[config.mk]
export PLATFORM = sky130hd
export DESIGN_NAME = eip_redirect_ctrl
export DESIGN_NICKNAME = d
export VERILOG_FILES = /design/src/rtl/eip_ctrl_pkg.sv /design/src/rtl/eip_flush_timer.sv /design/src/rtl/eip_redirect_ctrl.sv
export SDC_FILE = /design/constraint.sdc
export NUM_CORES = 1
export LEC_CHECK = 0
export CAP_MARGIN = 40
export CORE_MARGIN = 2
export CORE_UTILIZATION = 41
export CTS_BUF_LIST = sky130_fd_sc_hd__clkbuf_16
export DETAILED_ROUTE_END_ITERATION = 8
export PLACE_DENSITY = 0.87
export SKIP_CTS_REPAIR_TIMING = 1
export SLEW_MARGIN = 20
export SYNTH_ARGS = -nofsm -noshare
export SYNTH_HDL_FRONTEND = slang
export SYNTH_SLANG_ARGS = --single-unit
[constraint.sdc]
create_clock -name clk -period 2.43 [get_ports clk]
set_input_delay 0.486 -clock clk [delete_from_list [all_inputs] [get_ports clk]]
set_output_delay 0.486 -clock clk [all_outputs]
set_load 0.05 [all_outputs]
[src/rtl/eip_ctrl_pkg.sv]
// Shared types and constants for the EIP redirect controller.
package eip_ctrl_pkg;

  localparam int unsigned FLUSH_CNT_W = 4;
  localparam logic [31:0] DEFAULT_RESET_VECTOR = 32'hFFFF_FFF0;

  typedef enum logic [1:0] {
    ST_RUN    = 2'd0,
    ST_FLUSH  = 2'd1,
    ST_REFILL = 2'd2
  } eip_state_e;

endpackage

[src/rtl/eip_flush_timer.sv]
// Loadable down-counter that times the FLUSH phase; done is high on the last flush cycle.
module eip_flush_timer
  import eip_ctrl_pkg::*;
(
  input  logic                   clk,
  input  logic                   rst,
  input  logic                   load_i,
  input  logic [FLUSH_CNT_W-1:0] load_val_i,
  input  logic                   en_i,
  output logic                   done_o
);

  logic [FLUSH_CNT_W-1:0] cnt_q;
  logic [FLUSH_CNT_W-1:0] cnt_d;

  always_comb begin
    cnt_d = cnt_q;
    if (load_i) begin
      cnt_d = load_val_i;
    end else if (en_i && (cnt_q != '0)) begin
      cnt_d = cnt_q - 1'b1;
    end
  end

  always_ff @(posedge clk) begin
    if (rst) begin
      cnt_q <= '0;
    end else begin
      cnt_q <= cnt_d;
    end
  end

  // A count of one means the current cycle is the final flush cycle.
  assign done_o = (cnt_q == FLUSH_CNT_W'(1));

endmodule

[src/rtl/eip_redirect_ctrl.sv]
// Architectural EIP register with exception/writeback redirect, flush and fetch refill sequencing.
// Optional redirect performance counter enabled by macro EIP_REDIR_PERF_EN.
module eip_redirect_ctrl
  import eip_ctrl_pkg::*;
#(
  parameter int unsigned FLUSH_CYCLES = 2,
  parameter logic [31:0] RESET_VECTOR = DEFAULT_RESET_VECTOR
) (
  input  logic        clk,
  input  logic        rst,
  input  logic        de_valid,
  input  logic [31:0] de_eip_next,
  input  logic        wb_redir_req,
  input  logic [31:0] wb_redir_target,
  input  logic        exc_req,
  input  logic [31:0] exc_vector,
  input  logic        fe_ready,
  output logic [31:0] r_eip,
  output logic        flush,
  output logic        fe_redirect,
  output logic        exc_ack,
  output logic        busy,
`ifdef EIP_REDIR_PERF_EN
  output logic [15:0] perf_redir_cnt,
`endif
  output logic [1:0]  dbg_state
);

  localparam logic [1:0] S_RUN    = ST_RUN;
  localparam logic [1:0] S_FLUSH  = ST_FLUSH;
  localparam logic [1:0] S_REFILL = ST_REFILL;
  localparam logic [FLUSH_CNT_W-1:0] FLUSH_LOAD = FLUSH_CNT_W'(FLUSH_CYCLES);

  logic [1:0]  state_q, state_d;
  logic [31:0] r_eip_q, r_eip_d;
  logic        flush_q, fe_redirect_q, busy_q;
  logic        exc_ack_q;
  logic        exc_take;
  logic        redir_take;
  logic        tmr_load, tmr_en, tmr_done;

  // Handshakes: exc_req is a level held by the source; exc_ack marks the single
  // accepting cycle. fe_redirect is held until a cycle with fe_ready high.
  // The registered ack blocks a second acceptance of a still-held request.
  assign exc_take = exc_req & ~rst & ~exc_ack_q;
  assign exc_ack  = exc_take;

  always_comb begin
    state_d    = state_q;
    r_eip_d    = r_eip_q;
    tmr_load   = 1'b0;
    tmr_en     = 1'b0;
    redir_take = 1'b0;
    case (state_q)
      S_RUN: begin
        if (exc_take) begin
          r_eip_d    = exc_vector;
          state_d    = S_FLUSH;
          tmr_load   = 1'b1;
          redir_take = 1'b1;
        end else if (wb_redir_req) begin
          r_eip_d    = wb_redir_target;
          state_d    = S_FLUSH;
          tmr_load   = 1'b1;
          redir_take = 1'b1;
        end else if (de_valid) begin
          r_eip_d = de_eip_next;
        end
      end
      S_FLUSH: begin
        if (exc_take) begin
          r_eip_d    = exc_vector;
          tmr_load   = 1'b1;
          redir_take = 1'b1;
        end else begin
          tmr_en = 1'b1;
          if (tmr_done) state_d = S_REFILL;
        end
      end
      S_REFILL: begin
        if (exc_take) begin
          r_eip_d    = exc_vector;
          state_d    = S_FLUSH;
          tmr_load   = 1'b1;
          redir_take = 1'b1;
        end else if (fe_ready) begin
          state_d = S_RUN;
        end
      end
      default: state_d = S_RUN;
    endcase
  end

  eip_flush_timer u_timer (
    .clk        (clk),
    .rst        (rst),
    .load_i     (tmr_load),
    .load_val_i (FLUSH_LOAD),
    .en_i       (tmr_en),
    .done_o     (tmr_done)
  );

  // Outputs are registered decodes of the next state, so they track state_q exactly.
  always_ff @(posedge clk) begin
    if (rst) begin
      state_q       <= S_RUN;
      r_eip_q       <= RESET_VECTOR;
      flush_q       <= 1'b0;
      fe_redirect_q <= 1'b0;
      busy_q        <= 1'b0;
      exc_ack_q     <= 1'b0;
    end else begin
      state_q       <= state_d;
      r_eip_q       <= r_eip_d;
      flush_q       <= (state_d == S_FLUSH);
      fe_redirect_q <= (state_d == S_REFILL);
      busy_q        <= (state_d != S_RUN);
      exc_ack_q     <= exc_take;
    end
  end

`ifdef EIP_REDIR_PERF_EN
  logic [15:0] perf_q;

  always_ff @(posedge clk) begin
    if (rst) begin
      perf_q <= '0;
    end else if (redir_take && (perf_q != 16'hFFFF)) begin
      perf_q <= perf_q + 16'd1;
    end
  end

  assign perf_redir_cnt = perf_q;
`else
  logic unused_redir_take;
  assign unused_redir_take = redir_take;
`endif

  assign r_eip       = r_eip_q;
  assign flush       = flush_q;
  assign fe_redirect = fe_redirect_q;
  assign busy        = busy_q;
  assign dbg_state   = state_q;

endmodule

**Run 1: sequential cells coloured by netlist name**

The bar under the picture is 20 um long. Other sequential cells in the stronger grey, the rest of the logic in the fainter grey.
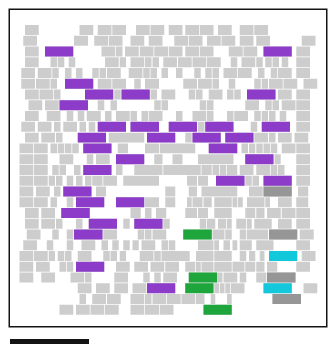
legend:
  u_timer.cnt_q:
    colour: green
    placed_flops: 4
    where: bottom middle
  r_eip:
    colour: purple
    placed_flops: 32
  dbg_state:
    colour: cyan
    placed_flops: 2
not coloured: 4
flop share of the area: 0.213
Seq. cell area: 841 um^2
Seq. pwr: 823 uW
fin util: 0.713

**Run 1: routing congestion**

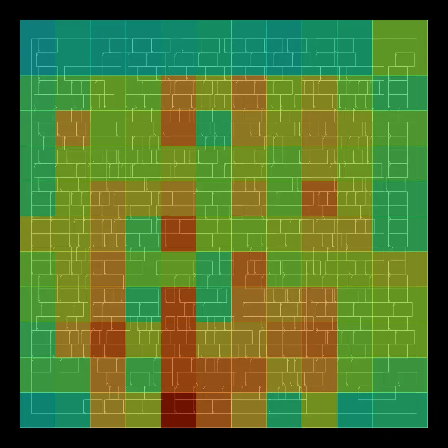
GR Layer Usage met3: 0.0577
met2 usage: 0.408
gr busiest metal: met2

**Run 1: signal wires by layer**

Only two layers are drawn.
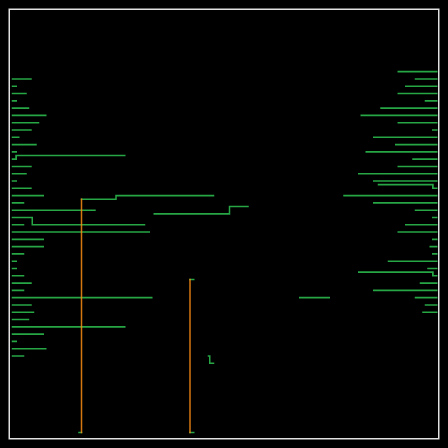
legend:
  metal 4:
    colour: orange
    wire_length: 72.1 um
  metal 3:
    colour: green
    wire_length: 526 um
WL per Instance: 14.3 um
routed via count: 2562
Routed WL: 6960 um
GRT Overall Usage: 0.214

==> run_results.csv, run 1 <==
group,metric,value,unit
placed_design,gp_congestion,0.845,
cells_and_area,largest_cell_class,"buffers",
power,combinationalPowerShare,0.418,
clock_network,clockRootBuffer,"clkbuf_16",
routing,wl_met2,3680,um
critical_path,r2r-end,"r_eip[5]$_SDFFE_PP1P_",
run,max-cap-violations,0,
floorplan,ios,140,
power,comb_power,1.03,mW
cells_and_area,buffer_area_frac,0.379,
clock_network,cts_max_level,2,
cells_and_area,lay_top_count,"clkdlybuf4s50_1",
sta,rsz0062_at_grt,"false",
sta,hold_violations,0,
yosys,synth-edff-count,0,
yosys,synth_area_per_cell,8.33,um^2
yosys,fa_ha_area_frac,0.0371,
yosys,mux_share,0.149,
critical_path,required,1.94,ns
critical_path,crit_slowest_cell,"or3b_1",
cells_and_area,nNonClkInverters,8,
yosys,synthTopLogicFamily,"AND-OR/OR-AND gates",
hold_path,min-delay-start,"r_eip[23]$_SDFFE_PP1P_",
yosys,ys_seq_share,0.356,
yosys,yosys.cell_types.count,34,
placed_design,place_area,3820,um^2
cells_and_area,most-common-layout-cells,"clkdlybuf4s50_1 (137), a21oi_1 (62), dfxtp_1 (42)",
cells_and_area,largest_reg_flops,32,
routing,viasPerCell,5.25,
critical_path,worst-path-buf-inv,3,
yosys,synth-compound-area-share,0.248,
floorplan,taps,72,
cells_and_area,logic_area,1350,um^2
yosys,netlist_top_cells_count,"a21oi_1 (62), dfxtp_1 (42), mux2i_1 (34), nor3_1 (33), o21ai_0 (29)",
sta,max_slew_margin,0.642,
yosys,ys_area,2360,um^2
floorplan,core.rowCount,27,
critical_path,cp.depth,4,
power,p_clk,610,uW
floorplan,die_h,79.8,um
floorplan,die_x,79.8,um
global_routing,grt_pass1_wl,10800,um
critical_path,critPathMaxFanout,7,
sta,whs,0.464,ns
global_routing,first_global_vias,2366,
yosys,yosysCellCount,283,
power,maxPowerGroup,"combinational logic",
sta,max_slew.worst_pin.slew,0.535,ns
power,swShare,0.355,
status,status,"finished clean",
power,seqPwrFrac,0.334,
sta,slew_viol_final,0,
critical_path,cp-startpoint,"exc_req",
routing,drcViolationCount,0,
power,netSwitchingPower,874,uW
power,pwr-share-clk,0.248,
critical_path,crit_path_cell_trace,"clkdlybuf4s50_1 -> or3b_1 -> inv_4 -> buf_12",
hold_path,hp-class,"reg -> reg",
cells_and_area,comb-cell-share,0.343,
yosys,ff_type,"dfxtp_1",
critical_path,critical-path-max-stage-delay,0.49,ns
cells_and_area,flops,42,
global_routing,grtUsageMet1,0.230,
cells_and_area,logic_gate_count,208,
run,warning_count,31,
sta,layout_setup_ws,0.204,ns
yosys,ys_sh_simple,0.136,
critical_path,worstSetupPathType,"in -> out",
global_routing,grt_max_degree,38,
power,finalPower,2.46,mW
critical_path,start_kind,"input port",
sta,finalSetupTns,0,ns
yosys,synthArstFlopShare,0,
yosys,synth_top_area_share,0.356,
hold_path,min_path_cells,2,
yosys,syn_area,2360,um^2
yosys,top_area_cell,"dfxtp_1",
placed_design,place_ws,0.0754,ns
critical_path,endpoint_kind,"output pin",
critical_path,worstRegToRegCells,7,
routing,dr.pass1.iters,4,
power,peakVddDrop,0.450,mV
cells_and_area,clk_share,0.0342,
floorplan,fp-utilization,0.426,
cells_and_area,num-nonclk-buffers,151,
sta,fmax,449,MHz
global_routing,gr-total-overflow,0,
clock_network,path_clk_slew,0.05,ns
cells_and_area,clkbuf_count,5,
floorplan,die-area,6380,um^2
## Run 2: what changed since run 1
- CORE_UTILIZATION: 41 -> 25
- PLACE_DENSITY: 0.87 -> not set
**Run 2: signal wires by layer**

Only two layers are drawn.
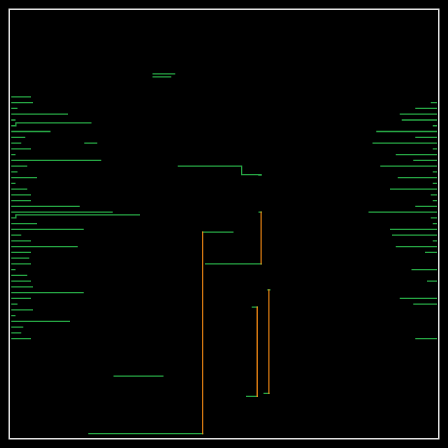
legend:
  metal 3:
    colour: green
    wire_length: 587 um
  metal 4:
    colour: orange
    wire_length: 105 um
GRT Overall Usage: 0.139
WL per Instance: 14.0 um
Routed WL: 7390 um

==> run_results.csv, run 2 <==
group,metric,value,unit
critical_path,required,1.94,ns
placed_design,place_area,3880,um^2
cells_and_area,num-nonclk-buffers,152,
power,comb_power,1.03,mW
cells_and_area,largest_cell_class,"buffers",
sta,max_slew.worst_pin.slew,0.556,ns
power,peakVddDrop,0.261,mV
floorplan,taps,111,
floorplan,fp-utilization,0.256,
yosys,synth-edff-count,0,
yosys,synth-compound-area-share,0.248,
floorplan,die_h,101,um
power,finalPower,2.48,mW
sta,layout_setup_ws,0.180,ns
yosys,netlist_top_cells_count,"a21oi_1 (62), dfxtp_1 (42), mux2i_1 (34), nor3_1 (33), o21ai_0 (29)",
yosys,fa_ha_area_frac,0.0371,
yosys,ys_sh_simple,0.136,
cells_and_area,final_util,0.437,
status,status,"finished clean",
routing,drcViolationCount,0,
floorplan,die_x,101,um
sta,slew_viol_final,0,
run,max-cap-violations,0,
sta,hold_violations,0,
power,seq_cell_power,824,uW
global_routing,use_met2,0.238,
floorplan,ios,140,
yosys,synthTopLogicFamily,"AND-OR/OR-AND gates",
yosys,ys_area,2360,um^2
cells_and_area,buffer_area_frac,0.378,
cells_and_area,clk_share,0.0336,
critical_path,start_kind,"input port",
floorplan,core.rowCount,35,
power,seqPwrFrac,0.332,
clock_network,path_clk_slew,0.06,ns
critical_path,cp-startpoint,"exc_req",
critical_path,cp.depth,4,
sta,rsz0062_at_grt,"false",
## Run 3: what changed since run 2
- SLEW_MARGIN: 20 -> not set
**Run 3: selected gate families**

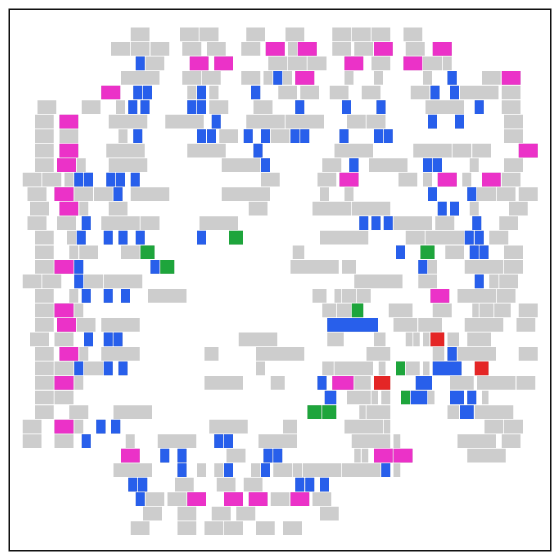
legend:
  non-inverting ao/oa cells:
    colour: red
    cells: 3
    most_used: o21a_1
  aoi and oai cells:
    colour: blue
    cells: 103
    most_used: a21oi_1
    where: spread over the die
  nand cells:
    colour: green
    cells: 9
    most_used: nand3b_1
  mux cells:
    colour: magenta
    cells: 35
    most_used: mux2i_1
    where: spread over the die
Comb area share: 0.337
final std cells w/o fill: 528

==> run_results.csv, run 3 <==
group,metric,value,unit
status,status,"finished clean",
routing,highest_layer,"met4",
routing,drcViolationCount,0,
critical_path,worst-path-buf-inv,3,
floorplan,ios,140,
yosys,synthTopLogicFamily,"AND-OR/OR-AND gates",
yosys,synth-edff-count,0,
routing,wl_met2,3530,um
power,seq_cell_power,824,uW
power,total_leakage_power,1.58,nW
cells_and_area,final_util,0.437,
critical_path,critPathMaxFanout,6,
run,max-cap-violations,0,
critical_path,cp.arrival,1.76,ns
critical_path,required,1.94,ns
power,comb_power,1.03,mW
power,peakVddDrop,0.261,mV
routing,drt-total-wl,7390,um
cells_and_area,clk_share,0.0336,
yosys,ys_sh_simple,0.136,
clock_network,path_clk_slew,0.06,ns
critical_path,cp-startpoint,"exc_req",
cells_and_area,num-nonclk-buffers,152,
yosys,synth_top_area_share,0.356,
placed_design,place_area,3880,um^2
routing,wl_per_cell,14.0,um
power,swShare,0.358,
yosys,ys_area,2360,um^2
floorplan,core.rowCount,35,
sta,hold_violations,0,
cells_and_area,buffer_area_frac,0.378,
cells_and_area,largest_cell_class,"buffers",
yosys,synth-compound-area-share,0.248,
critical_path,start_kind,"input port",
power,finalPower,2.48,mW
sta,slew_viol_final,0,
power,seqPwrFrac,0.332,
sta,max_slew.worst_pin.slew,0.556,ns
critical_path,cp.depth,4,
global_routing,use_met2,0.238,
floorplan,die_h,101,um
floorplan,fp-utilization,0.256,
sta,rsz0062_at_grt,"false",
floorplan,die_x,101,um
yosys,netlist_top_cells_count,"a21oi_1 (62), dfxtp_1 (42), mux2i_1 (34), nor3_1 (33), o21ai_0 (29)",

==> layout pictures side by side <==
Sizing map.
picture 1
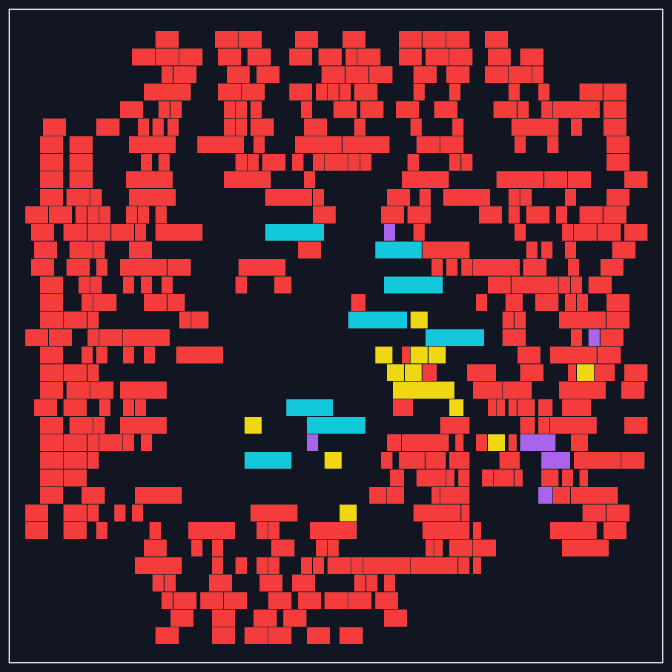
picture 2
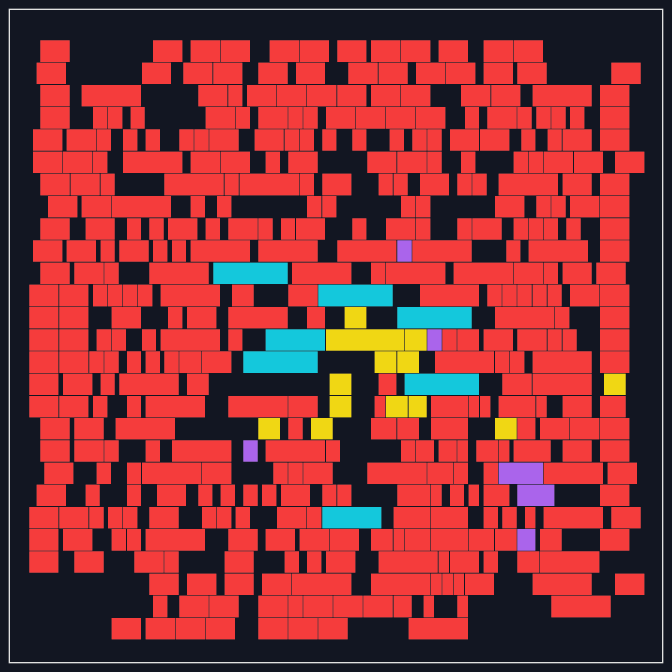
run 1 -> picture 2
run 2 -> picture 1

Key to picture 1:
legend:
  _0 and _1 cells:
    colour: red
    cells: 390
  _6 and larger:
    colour: cyan
    cells: 8
  _2 cells:
    colour: purple
    cells: 6
  _3 and _4 cells:
    colour: yellow
    cells: 13

Power figures rest on the tool's default switching activity, not on a simulated workload.
